**src/rtl/led_code_pkg.sv**
```systemverilog
// Shared definitions for the LED blink-code indicator: FSM state encoding
// and the width helper used to size the phase timer.
package led_code_pkg;

    typedef logic [1:0] state_t;

    localparam state_t IDLE = 2'd0;
    localparam state_t ON   = 2'd1;
    localparam state_t OFF  = 2'd2;
    localparam state_t GAP  = 2'd3;

    // Bits needed for a down-counter that must hold the longest phase length.
    function automatic int timer_width(input int on_cyc, input int off_cyc, input int gap_cyc);
        int longest;
        longest = on_cyc;
        if (off_cyc > longest) longest = off_cyc;
        if (gap_cyc > longest) longest = gap_cyc;
        return $clog2(longest + 1);
    endfunction

endpackage

```
**src/rtl/cyc_timer.sv**
```systemverilog
// Loadable down-counter that holds at zero; zero flag reflects the registered count.
module cyc_timer #(
    parameter int W = 8
) (
    input  logic         clk,
    input  logic         rst,
    input  logic         load,
    input  logic [W-1:0] load_val,
    output logic         zero
);

    logic [W-1:0] cnt_q;
    logic [W-1:0] cnt_d;

    always_comb begin
        cnt_d = cnt_q;
        if (load) begin
            cnt_d = load_val;
        end else if (cnt_q != '0) begin
            cnt_d = cnt_q - W'(1);
        end
    end

    always_ff @(posedge clk or posedge rst) begin
        if (rst) begin
            cnt_q <= '0;
        end else begin
            cnt_q <= cnt_d;
        end
    end

    assign zero = (cnt_q == '0);

endmodule

```
**src/rtl/led_blink_code.sv**
```systemverilog
// Turns a numeric code into N LED flashes followed by a dark pause, with a
// start/busy/done handshake. Define LED_BLINK_CODE_REPEAT_EN to add the
// repeat_req input (named so because "repeat" is a reserved word).
module led_blink_code
    import led_code_pkg::*;
#(
    parameter int CODE_W  = 4,
    parameter int ON_CYC  = 12_500_000,
    parameter int OFF_CYC = 12_500_000,
    parameter int GAP_CYC = 50_000_000
) (
    input  logic              clk,
    input  logic              rst,
    input  logic              start,
    input  logic [CODE_W-1:0] code,
`ifdef LED_BLINK_CODE_REPEAT_EN
    input  logic              repeat_req,
`endif
    output logic              busy,
    output logic              done,
    output logic              led
);

    localparam int TIMER_W = timer_width(ON_CYC, OFF_CYC, GAP_CYC);

    localparam logic [TIMER_W-1:0] ON_LOAD  = TIMER_W'(ON_CYC - 1);
    localparam logic [TIMER_W-1:0] OFF_LOAD = TIMER_W'(OFF_CYC - 1);
    localparam logic [TIMER_W-1:0] GAP_LOAD = TIMER_W'(GAP_CYC - 1);

    state_t              state_q, state_d;
    logic [CODE_W-1:0]   remaining_q, remaining_d;
    logic [CODE_W-1:0]   code_q, code_d;
    logic                led_q, led_d;
    logic                busy_q, busy_d;
    logic                done_q, done_d;
    logic                rpt;
    logic                timer_load;
    logic [TIMER_W-1:0]  timer_load_val;
    logic                timer_zero;

`ifdef LED_BLINK_CODE_REPEAT_EN
    assign rpt = repeat_req;
`else
    assign rpt = 1'b0;
`endif

    cyc_timer #(
        .W(TIMER_W)
    ) u_timer (
        .clk      (clk),
        .rst      (rst),
        .load     (timer_load),
        .load_val (timer_load_val),
        .zero     (timer_zero)
    );

    always_ff @(posedge clk or posedge rst) begin
        if (rst) begin
            state_q     <= IDLE;
            remaining_q <= '0;
            code_q      <= '0;
            led_q       <= 1'b0;
            busy_q      <= 1'b0;
            done_q      <= 1'b0;
        end else begin
            state_q     <= state_d;
            remaining_q <= remaining_d;
            code_q      <= code_d;
            led_q       <= led_d;
            busy_q      <= busy_d;
            done_q      <= done_d;
        end
    end

    // Remaining is decremented on leaving ON, so OFF sees the count still owed.
    always_comb begin
        state_d     = state_q;
        remaining_d = remaining_q;
        code_d      = code_q;
        case (state_q)
            IDLE: begin
                if (start && (code != '0)) begin
                    state_d     = ON;
                    remaining_d = code;
                    code_d      = code;
                end
            end
            ON: begin
                if (timer_zero) begin
                    state_d     = OFF;
                    remaining_d = remaining_q - CODE_W'(1);
                end
            end
            OFF: begin
                if (timer_zero) begin
                    state_d = (remaining_q != '0) ? ON : GAP;
                end
            end
            GAP: begin
                if (timer_zero) begin
                    if (rpt) begin
                        state_d     = ON;
                        remaining_d = code_q;
                    end else begin
                        state_d = IDLE;
                    end
                end
            end
            default: state_d = IDLE;
        endcase
    end

    // Outputs are derived from the next state so the registered copies line up with it.
    always_comb begin
        led_d          = (state_d == ON);
        busy_d         = (state_d != IDLE);
        done_d         = ((state_q == IDLE) && start && (code == '0)) ||
                         ((state_q == GAP) && (state_d == IDLE));
        timer_load     = (state_d != state_q);
        timer_load_val = '0;
        case (state_d)
            ON:      timer_load_val = ON_LOAD;
            OFF:     timer_load_val = OFF_LOAD;
            GAP:     timer_load_val = GAP_LOAD;
            default: timer_load_val = '0;
        endcase
    end

    assign led  = led_q;
    assign busy = busy_q;
    assign done = done_q;

endmodule

```
**config.mk**
```make
export PLATFORM = sky130hd
export DESIGN_NAME = led_blink_code
export DESIGN_NICKNAME = d
export VERILOG_FILES = /design/src/rtl/led_code_pkg.sv /design/src/rtl/cyc_timer.sv /design/src/rtl/led_blink_code.sv
export SDC_FILE = /design/constraint.sdc
export NUM_CORES = 1
export LEC_CHECK = 0
export CAP_MARGIN = 0
export CORE_ASPECT_RATIO = 2
export CORE_MARGIN = 10
export CORE_UTILIZATION = 60
export CTS_CLUSTER_SIZE = 10
export DETAILED_ROUTE_END_ITERATION = 6
export PLACE_DENSITY = 0.78
export SLEW_MARGIN = 20
export SYNTH_ARGS = -nofsm -noshare
export SYNTH_HDL_FRONTEND = slang
export SYNTH_HIERARCHICAL = 1
export SYNTH_SLANG_ARGS = --single-unit
```
**constraint.sdc**
```tcl
create_clock -name clk -period 3.4 [get_ports clk]
set_input_delay 0.51 -clock clk [delete_from_list [all_inputs] [get_ports clk]]
set_output_delay 0.51 -clock clk [all_outputs]
set_load 0.02 [all_outputs]
```
### Metal 2, run 1

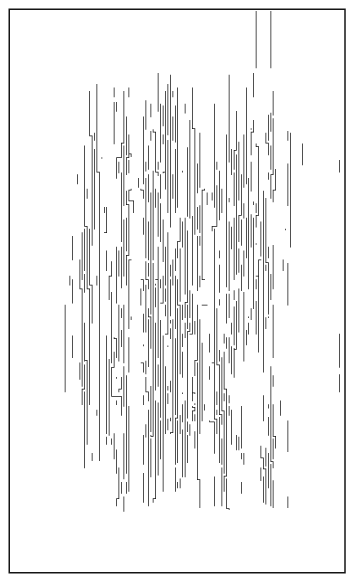
share of all routed wire: 54%
main direction: vertical
nets with wire on the layer: 218

### Drive-strength map, run 1

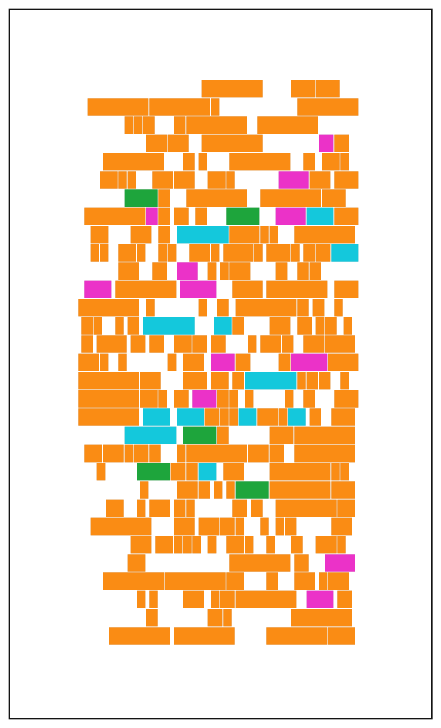
legend:
  drive 6 and up:
    color: green
    cells: 5
    most_used: clkbuf_8
  drive 3 to 4:
    color: cyan
    cells: 12
  drive 1 or less:
    color: orange
    cells: 222
    most_used: dfrtp_1
  drive 2:
    color: magenta
    cells: 12
post-layout worst setup margin: 0.3750 ns
area delta synth->final: 10.82%
design area: 2435 sq um
Non-CTS buffers: 13

==> results.toml, run 1 <==
# yosys + openroad results
[run_status]
status = "finished clean"

[place]
hpwl_microns = 3712
place_area_sq_um = 2347

[yosys]
top_cells_by_area = "dfrtp_1 (40%), nand2_1 (5.1%), xnor2_1 (4.8%), nor4_4 (3.9%), xor2_1 (3.6%)"
synth-warning-count = 6
ys_seq_elements = 35
postSynthSeqShare_pct = 39.86
async_flop_share_pct = 100.0
largest_area_cell = "dfrtp_1"
postSynthCellCount = 236
netlist_logic_family_top = "simple AND/OR/NAND/NOR gates"
syn_area_sq_um = 2197
synthAdderAreaFrac_pct = 3.417
synth-simple-area-share_pct = 28.30
avgSynthCellArea_sq_um = 9.310
muxShareOfSynthArea_pct = 1.993
yosys.area_share.aoi_pct = 13.72
flop_cell = "dfrtp_1"
synth_top_area_share_pct = 39.86
ys_cells = 236
ys_area_sq_um = 2197

[detailed_routing]
vias_per_cell = 5.893
drt_pass1_iterations = 4
wl_met1_microns = 1913
wl_microns = 4990
vias = 1768

[layout]
clock_area_share_pct = 3.340
ff_count = 35
flop_area_sq_um = 875.8
logic_area_sq_um = 1251
comb-cell-share_pct = 51.39
layout_top_cells = "dfrtp_1 (35), nand2_1 (30), nor2_1 (16)"
final_common_cell = "dfrtp_1"
seq_area_share_pct = 35.97
buf_share_pct = 4.933
fill_cells = 317
largestClassByArea = "multi-input combinational cells"

[global_route]
met1_usage_pct = 15.96
antenna_found_initial = 0
met3_usage_pct = 2.651
overflow = 0
grt_max_degree = 27
grt_pass1_wl_microns = 8742
busiest_layer = "met2"
use_met2_pct = 30.24

[worst_setup_path]
critPathKind = "flip-flop to flip-flop"
critPathCapture = "u_timer/cnt_q[17]$_DFFE_PP0P_"
critical_path.top_delay_family = "simple AND/OR/NAND/NOR gates"
required_ns = 3.60
slowest_delay_ns = 0.48
setup.worst_path.start_class = "flip-flop"
path_max_fanout = 14
reg2reg_depth = 9
path_common_cell = "nor2_1"
path_depth = 9
crit_buf_inv = 1
r2r_setup_slack_ns = 0.37

[sta]
worst_slew_pin_slew_ns = 0.9499
layout_min_cycle_time_ns = 3.025
rsz0062_at_grt = "false"
slew_viol_final = 0
max_freq_mhz = 330.6
report.final.setup_viol = 0
fin_crit_sh_pct = 88.97
worst_slew_margin_rel_pct = 36.28

[clock_tree]
clock_path_buffers = 2
clk_latency_ns = 0.28
postCtsHoldBufs = 0
cts_tree = "done"

[die]
die_h_microns = 105.6

[flow_run]
warnings = 29

[hold_path]
hp-class = "input pin to async pin"

[power_and_ir_drop]
ir_drop_v = 0.0002846
p_leak_nw = 0.8501
### Placement by cell class, run 1

The bar under the picture is 20 microns long. Fill, decap, tap and diode cells in gray.
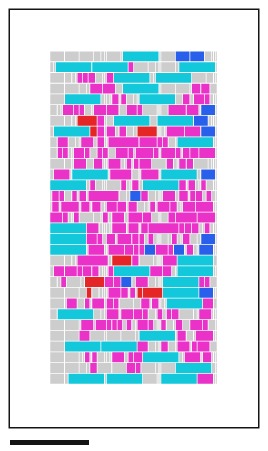
legend:
  all other logic:
    color: magenta
    cells: 195
  flip-flops:
    color: cyan
    cells: 35
  other buffers and delay cells:
    color: blue
    cells: 13
  clock drivers and dummy loads:
    color: red
    cells: 8
core area: 3568 sq um
site row count: 31

==> run 1: stage by stage <==
stage | cells | hold WS (ns)
3_5_place_dp | 292 | 0.6138
2_1_floorplan | 240 | 0.3379
3_3_place_gp | 292 | 0.5964
5_1_grt | 300 | 0.5687
6_report | 300 | 0.5237
4_1_cts | 300 | 0.5288
==> run 1: state kept, by name, indices dropped and copies added (netlist names) <==
signal         count
led                1
busy               1
state_q            2
done               1
remaining_q        4
u_timer/cnt_q     26
==> run 1: report_power, final <==
part / switching [mW] / internal (mW) / leakage [nW]
combinational: 0.0215 / 0.0181 / 0.423
sequential: 0.0120 / 0.423 / 0.385
clock: 0.141 / 0.144 / 0.0422
total: 0.174 / 0.585 / 0.850
### Gate families picked out, run 1

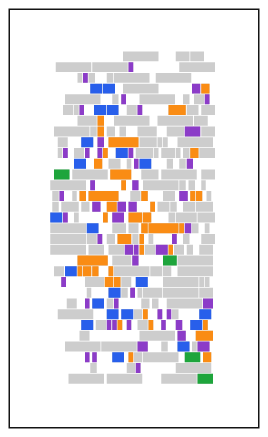

## Run 2: what changed since run 1
--- a/config.mk
+++ b/config.mk
@@ -5,6 +5,7 @@
 export SDC_FILE = /design/constraint.sdc
 export NUM_CORES = 1
 export LEC_CHECK = 0
+export ABC_AREA = 1
 export CAP_MARGIN = 0
 export CORE_ASPECT_RATIO = 2
 export CORE_MARGIN = 10
### Gate families picked out, run 2

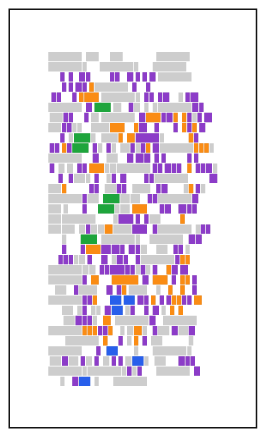
legend:
  NAND gates:
    color: purple
    cells: 182
    most_used: nand2_1
  XOR/XNOR gates:
    color: blue
    cells: 6
    most_used: xor2_1
    where: bottom middle
  adder and majority cells:
    color: green
    cells: 6
    most_used: ha_1
  NOR gates:
    color: orange
    cells: 52
    most_used: nor2_1
logic share of the area: 52.14%
non-filler cells, final: 436
Commonest Layout Cell: nand2_1

### Clock routing, run 2

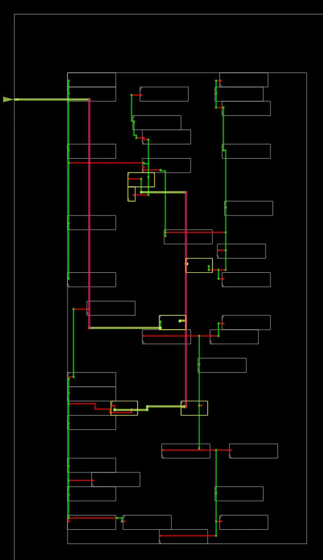
Worst Skew: 0.003169 ns
FF+latch count: 35
Clock Sinks: 35
clk ins delay skew pair: 0.28 ns

==> run 2 against run 1 <==
Die area is 11% higher. Hold slack worse by 0.012 ns. Total power went up to 2.8 times the previous value. Critical path type unchanged. Largest power group is now combinational logic.
==> results.toml, run 2 <==
# yosys + openroad results
[worst_setup_path]
cpMaxStageDelayCell = "dfrtp_1"
required_ns = 3.61
crit_chain = "inv_1, ha_1, nand2_4, nor2_8, nand3_1, nor4_1, buf_4, nand2_1, a31oi_2, inv_1, ha_1, inv_1, buf_4, nand2_1, a21oi_2"
r2r_start = "u_timer/cnt_q[1]$_DFFE_PP0P_"
path_common_cell = "inv_1"
reg2reg_to = "u_timer/cnt_q[15]$_DFFE_PP0P_"
cp_data_arrival_time_ns = 3.14
critPathKind = "flip-flop to flip-flop"
setup.worst_path.start_class = "flip-flop"
crit_path_start = "u_timer/cnt_q[1]$_DFFE_PP0P_"
path_max_fanout = 9
reg2reg_depth = 15
critical_path.top_delay_family = "buffers and inverters"
endpoint_kind = "flip-flop"
crit_buf_inv = 5
slowest_delay_ns = 0.39
path_depth = 15
critPathCapture = "u_timer/cnt_q[15]$_DFFE_PP0P_"
r2r_setup_slack_ns = 0.47

[layout]
layout_top_cells = "nand2_1 (130), inv_1 (44), nand3_1 (39)"
reg_top3 = "u_timer/cnt_q (26), remaining_q (4), state_q (2)"
largest_register_ffs = 26
fin_nets = 398
antenna_cells = 0
syn_to_final_growth_pct = 8.911
top_register = "u_timer/cnt_q"
drive_gt1_share_pct = 11.72

[yosys]
top_cells_by_area = "dfrtp_1 (35%), nand2_1 (19%), nand3_1 (7.7%), inv_1 (6.5%), nor2_1 (5.6%)"
ys_area_sq_um = 2527
synth-simple-area-share_pct = 42.62
ys_cells = 369
top_cells_by_count = "nand2_1 (130), inv_1 (44), nand3_1 (39)"
yosys.area_share.aoi_pct = 8.218
synth_top_area_share_pct = 34.65
flop_cell = "dfrtp_1"
synth-warning-count = 6
postSynthCellCount = 369
syn_area_sq_um = 2527
largest_area_cell = "dfrtp_1"
synthAdderAreaFrac_pct = 2.970
avgSynthCellArea_sq_um = 6.849
ys_sh_xor_pct = 2.079
netlist_logic_family_top = "simple AND/OR/NAND/NOR gates"
ys_types = 33
async_flop_share_pct = 100.0
edf_count = 0
muxShareOfSynthArea_pct = 0
yosysMostFrequentCell = "nand2_1"
ys_seq_elements = 35
postSynthSeqShare_pct = 34.65

[detailed_routing]
vias_per_cell = 5.278
wl_met1_microns = 2337
drt_pass1_iterations = 4
wl_met3_microns = 125
ant_nets = 0
wl_per_cell_microns = 13.75
wl_met2_microns = 3342
dr.max_layer_used = "met4"
wl_microns = 5994
drt-initial-drc-count = 120
drc = 0
vias = 2301

[global_route]
grt_max_degree = 32
grt_pass1_vias = 2340
grt_pass1_wl_microns = 10580
use_met2_pct = 32.49
busiest_layer = "met2"
met1_usage_pct = 18.95
grtUsageTotal_pct = 17.65
overflow = 0
antenna_found_initial = 0
met3_usage_pct = 2.108

[die]
io_pins = 10
die_h_microns = 111.8
chip_area_sq_um = 7366
core-area_sq_um = 4088
fp-utilization_pct = 61.83
placementRows = 33
die_x_microns = 65.90

[sta]
setup_tns_ns = 0
report.final.setup_viol = 0
max_freq_mhz = 341.4
worst_slew_pin_slew_ns = 1.020
hold_viol = 0
layout_min_cycle_time_ns = 2.929
worst_slew_margin_rel_pct = 31.91
rsz0062_at_grt = "false"
fin_crit_sh_pct = 86.14
slew_viol_final = 0

[hold_path]
min_to = "remaining_q[1]$_DFFE_PP0P_"
hold_start = "remaining_q[1]$_DFFE_PP0P_"
hp-class = "flip-flop to flip-flop"
min_path_cells = 2

[place]
place_inst = 430
place.port_buffers = 9
place.gp.congestion = 0.9413
hpwl_microns = 4580

[clock_tree]
postCtsHoldBufs = 0
cts_root_buffer = "clkbuf_8"
clkTransAtPathRegs_ns = 0.06
cts_buffers = 5
cts_tree = "done"
cts_resized = 0
cts_max_level = 2
post_cts.repair.setup_buffers = 0
clock_path_buffers = 2

[power_and_ir_drop]
p_leak_nw = 1.397
p_total_mw = 2.159
ir_drop_v = 0.0005895
powerDensity_nw_per_um2 = 784.3

[flow_run]
cap_violations = 0
warnings = 29

[run_status]
status = "finished clean"
## run 2: power by group
part	internal [mW]	leakage [nW]	switching, mW
logic	0.395	0.941	0.674
registers	0.610	0.419	0.209
clock network	0.136	0.0371	0.136
## run 2: metrics by stage
stage	setup WS [ns]	util (%)	hold slack, ns	cell area [sq um]
after global routing	0.1273	67.34	0.5464	2753
final	0.4712	67.34	0.5112	2753
after floorplan	0.4847	-	0.3379	2542
after global placement	0.6336	65.56	0.4888	2680
after detailed placement	0.5211	65.56	0.4951	2680
after CTS	0.4972	67.34	0.5140	2753
## run 2: cell type report
class	count	area (sq um)
Inverter	48	183.9
Fill cell	347	1335
Sequential cell	35	875.8
Multi-Input combinational cell	282	1435
Clock buffer	6	72.57
Timing Repair Buffer	13	120.1
Tap cell	52	65.06
### Drive-strength map, run 2

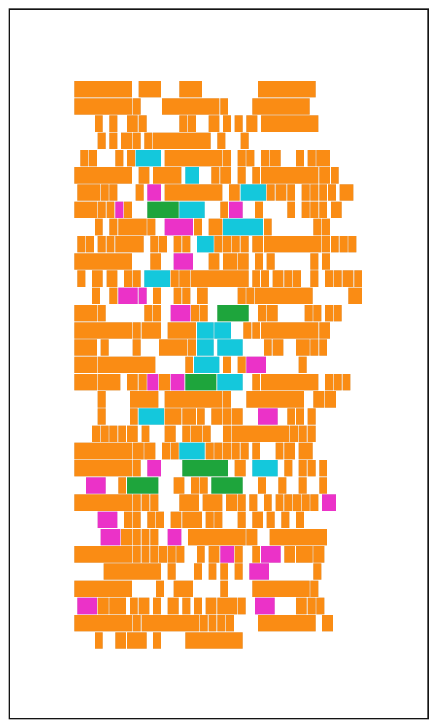

## Run 3: what changed since run 2
--- a/config.mk
+++ b/config.mk
@@ -5,13 +5,13 @@
 export SDC_FILE = /design/constraint.sdc
 export NUM_CORES = 1
 export LEC_CHECK = 0
-export ABC_AREA = 1
 export CAP_MARGIN = 0
 export CORE_ASPECT_RATIO = 2
 export CORE_MARGIN = 10
 export CORE_UTILIZATION = 60
 export CTS_CLUSTER_SIZE = 10
 export DETAILED_ROUTE_END_ITERATION = 6
+export HOLD_SLACK_MARGIN = 0.08
 export PLACE_DENSITY = 0.78
 export SLEW_MARGIN = 20
 export SYNTH_ARGS = -nofsm -noshare
### Drive-strength map, run 3

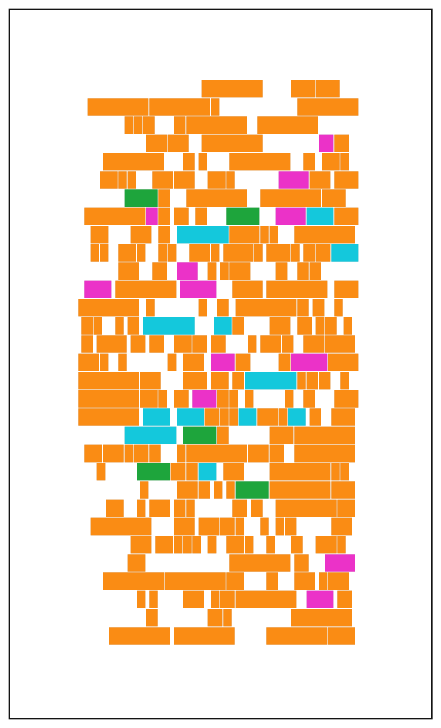
legend:
  drive 2:
    color: magenta
    cells: 12
  drive 6 and up:
    color: green
    cells: 5
    most_used: clkbuf_8
  drive 1 or less:
    color: orange
    cells: 222
    most_used: dfrtp_1
  drive 3 to 4:
    color: cyan
    cells: 12

### Placement by cell class, run 3

The bar under the picture is 20 microns long. Fill, decap, tap and diode cells in gray.
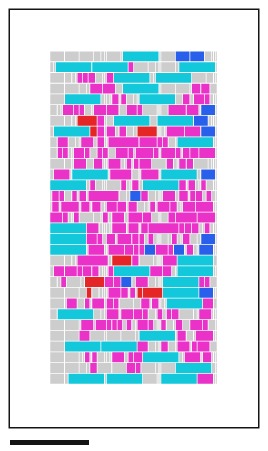
legend:
  flip-flops:
    color: cyan
    cells: 35
  all other logic:
    color: magenta
    cells: 195
  other buffers and delay cells:
    color: blue
    cells: 13
  clock drivers and dummy loads:
    color: red
    cells: 8
flop share of the area: 35.97%
Post-Route Utilization: 68.23%

==> run 3 against run 2 <==
Area after synthesis is 13% lower. Fmax decreased by 3.2%. Count of clock-buffer cells in the layout rose by 1. Sequential power decreased by 47%. Global-route usage shrank 1.4 points. Critical path type unchanged. Critical endpoint is now u_timer/cnt_q[17]$_DFFE_PP0P_. Highest routed layer unchanged.
==> results.toml, run 3 <==
# yosys + openroad results
[worst_setup_path]
crit_chain = "nor4_4, nand4b_1, nor2_1, and3b_1, a21oi_1, ha_1, inv_1, nor2_1, a211oi_1"
critPathCapture = "u_timer/cnt_q[17]$_DFFE_PP0P_"
r2r_setup_slack_ns = 0.37
critical_path.top_delay_family = "simple AND/OR/NAND/NOR gates"
crit_path_start = "u_timer/cnt_q[20]$_DFFE_PP0P_"
reg2reg_depth = 9
critPathKind = "flip-flop to flip-flop"
reg2reg_to = "u_timer/cnt_q[17]$_DFFE_PP0P_"
path_common_cell = "nor2_1"
r2r_start = "u_timer/cnt_q[20]$_DFFE_PP0P_"
setup.worst_path.start_class = "flip-flop"
path_depth = 9
path_max_fanout = 14
endpoint_kind = "flip-flop"

[yosys]
async_flop_share_pct = 100.0
yosysMostFrequentCell = "dfrtp_1"
postSynthSeqShare_pct = 39.86
synth_top_area_share_pct = 39.86
edf_count = 0
top_cells_by_area = "dfrtp_1 (40%), nand2_1 (5.1%), xnor2_1 (4.8%), nor4_4 (3.9%), xor2_1 (3.6%)"
postSynthCellCount = 236
netlist_logic_family_top = "simple AND/OR/NAND/NOR gates"
flop_cell = "dfrtp_1"
ys_area_sq_um = 2197
synthAdderAreaFrac_pct = 3.417
avgSynthCellArea_sq_um = 9.310
ys_types = 53
synth-simple-area-share_pct = 28.30
synth-warning-count = 6
largest_area_cell = "dfrtp_1"
ys_cells = 236

[layout]
inverters_excl_clock = 12
nClkBuffers = 7
drive_gt1_share_pct = 11.55
reg_top3 = "u_timer/cnt_q (26), remaining_q (4), state_q (2)"
syn_to_final_growth_pct = 10.82
clock_area_share_pct = 3.340
top_register = "u_timer/cnt_q"
largestClassByArea = "multi-input combinational cells"
final_common_cell = "dfrtp_1"
buf_share_pct = 4.933
layout_top_cells = "dfrtp_1 (35), nand2_1 (30), nor2_1 (16)"
comb-cell-share_pct = 51.39
buffers = 13

[sta]
setup_tns_ns = 0
hold_viol = 0
skew_ns = 0.003806
fin_crit_sh_pct = 88.97
rsz0062_at_grt = "false"
layout_setup_ws_ns = 0.3750
worst_slew_margin_rel_pct = 36.28
report.final.setup_viol = 0

[global_route]
grt_max_degree = 27
grt_pass1_wl_microns = 8742
grtUsageTotal_pct = 16.23
overflow = 0
antenna_found_initial = 0
grt_pass1_vias = 1859

[clock_tree]
cts_max_level = 2
cts_sinks = 35
cts_resized = 0
cts_buffers = 5
cts_tree = "done"
clkTransAtPathRegs_ns = 0.07

[die]
core-area_sq_um = 3568
io_pins = 10
chip_area_sq_um = 6629
fp-utilization_pct = 61.57
well_tap_count = 49
die_h_microns = 105.6
placementRows = 31

[detailed_routing]
drt-initial-drc-count = 52
wl_microns = 4990
drc = 0
vias_per_cell = 5.893
vias = 1768

[power_and_ir_drop]
powerDensity_nw_per_um2 = 311.8
p_sw_mw = 0.1743
ir_drop_v = 0.0002846
maxPowerGroup = "registers"
pg_comb_mw = 0.0396

[flow_run]
cap_violations = 0
warnings = 29

[place]
dp_slack_ns = 0.3637
place.port_buffers = 9

[hold_path]
hp-class = "input pin to async pin"

[run_status]
status = "finished clean"
==> run 3: stage by stage <==
stage | std cells | total power [mW] | hold WS, ns
6_report | 300 | 0.7592 | 0.5237
5_1_grt | 300 | 0.7971 | 0.5687
4_1_cts | 300 | 0.7669 | 0.5288
3_5_place_dp | 292 | 0.4824 | 0.6138
3_3_place_gp | 292 | 0.4816 | 0.5964
2_1_floorplan | 240 | 0.4659 | 0.3379
==> run 3: per-layer routing <==
layer | track usage [%] | up-vias | wire [microns]
met3 | 2.651 | 15 | 171
met1 | 15.96 | 842 | 1913
met2 | 30.24 | 44 | 2705
met4 | 10.29 | 0 | 199
li1 | - | 867 | -
met5 | 0 | - | 0
Power is estimated from default activity; no workload was simulated.
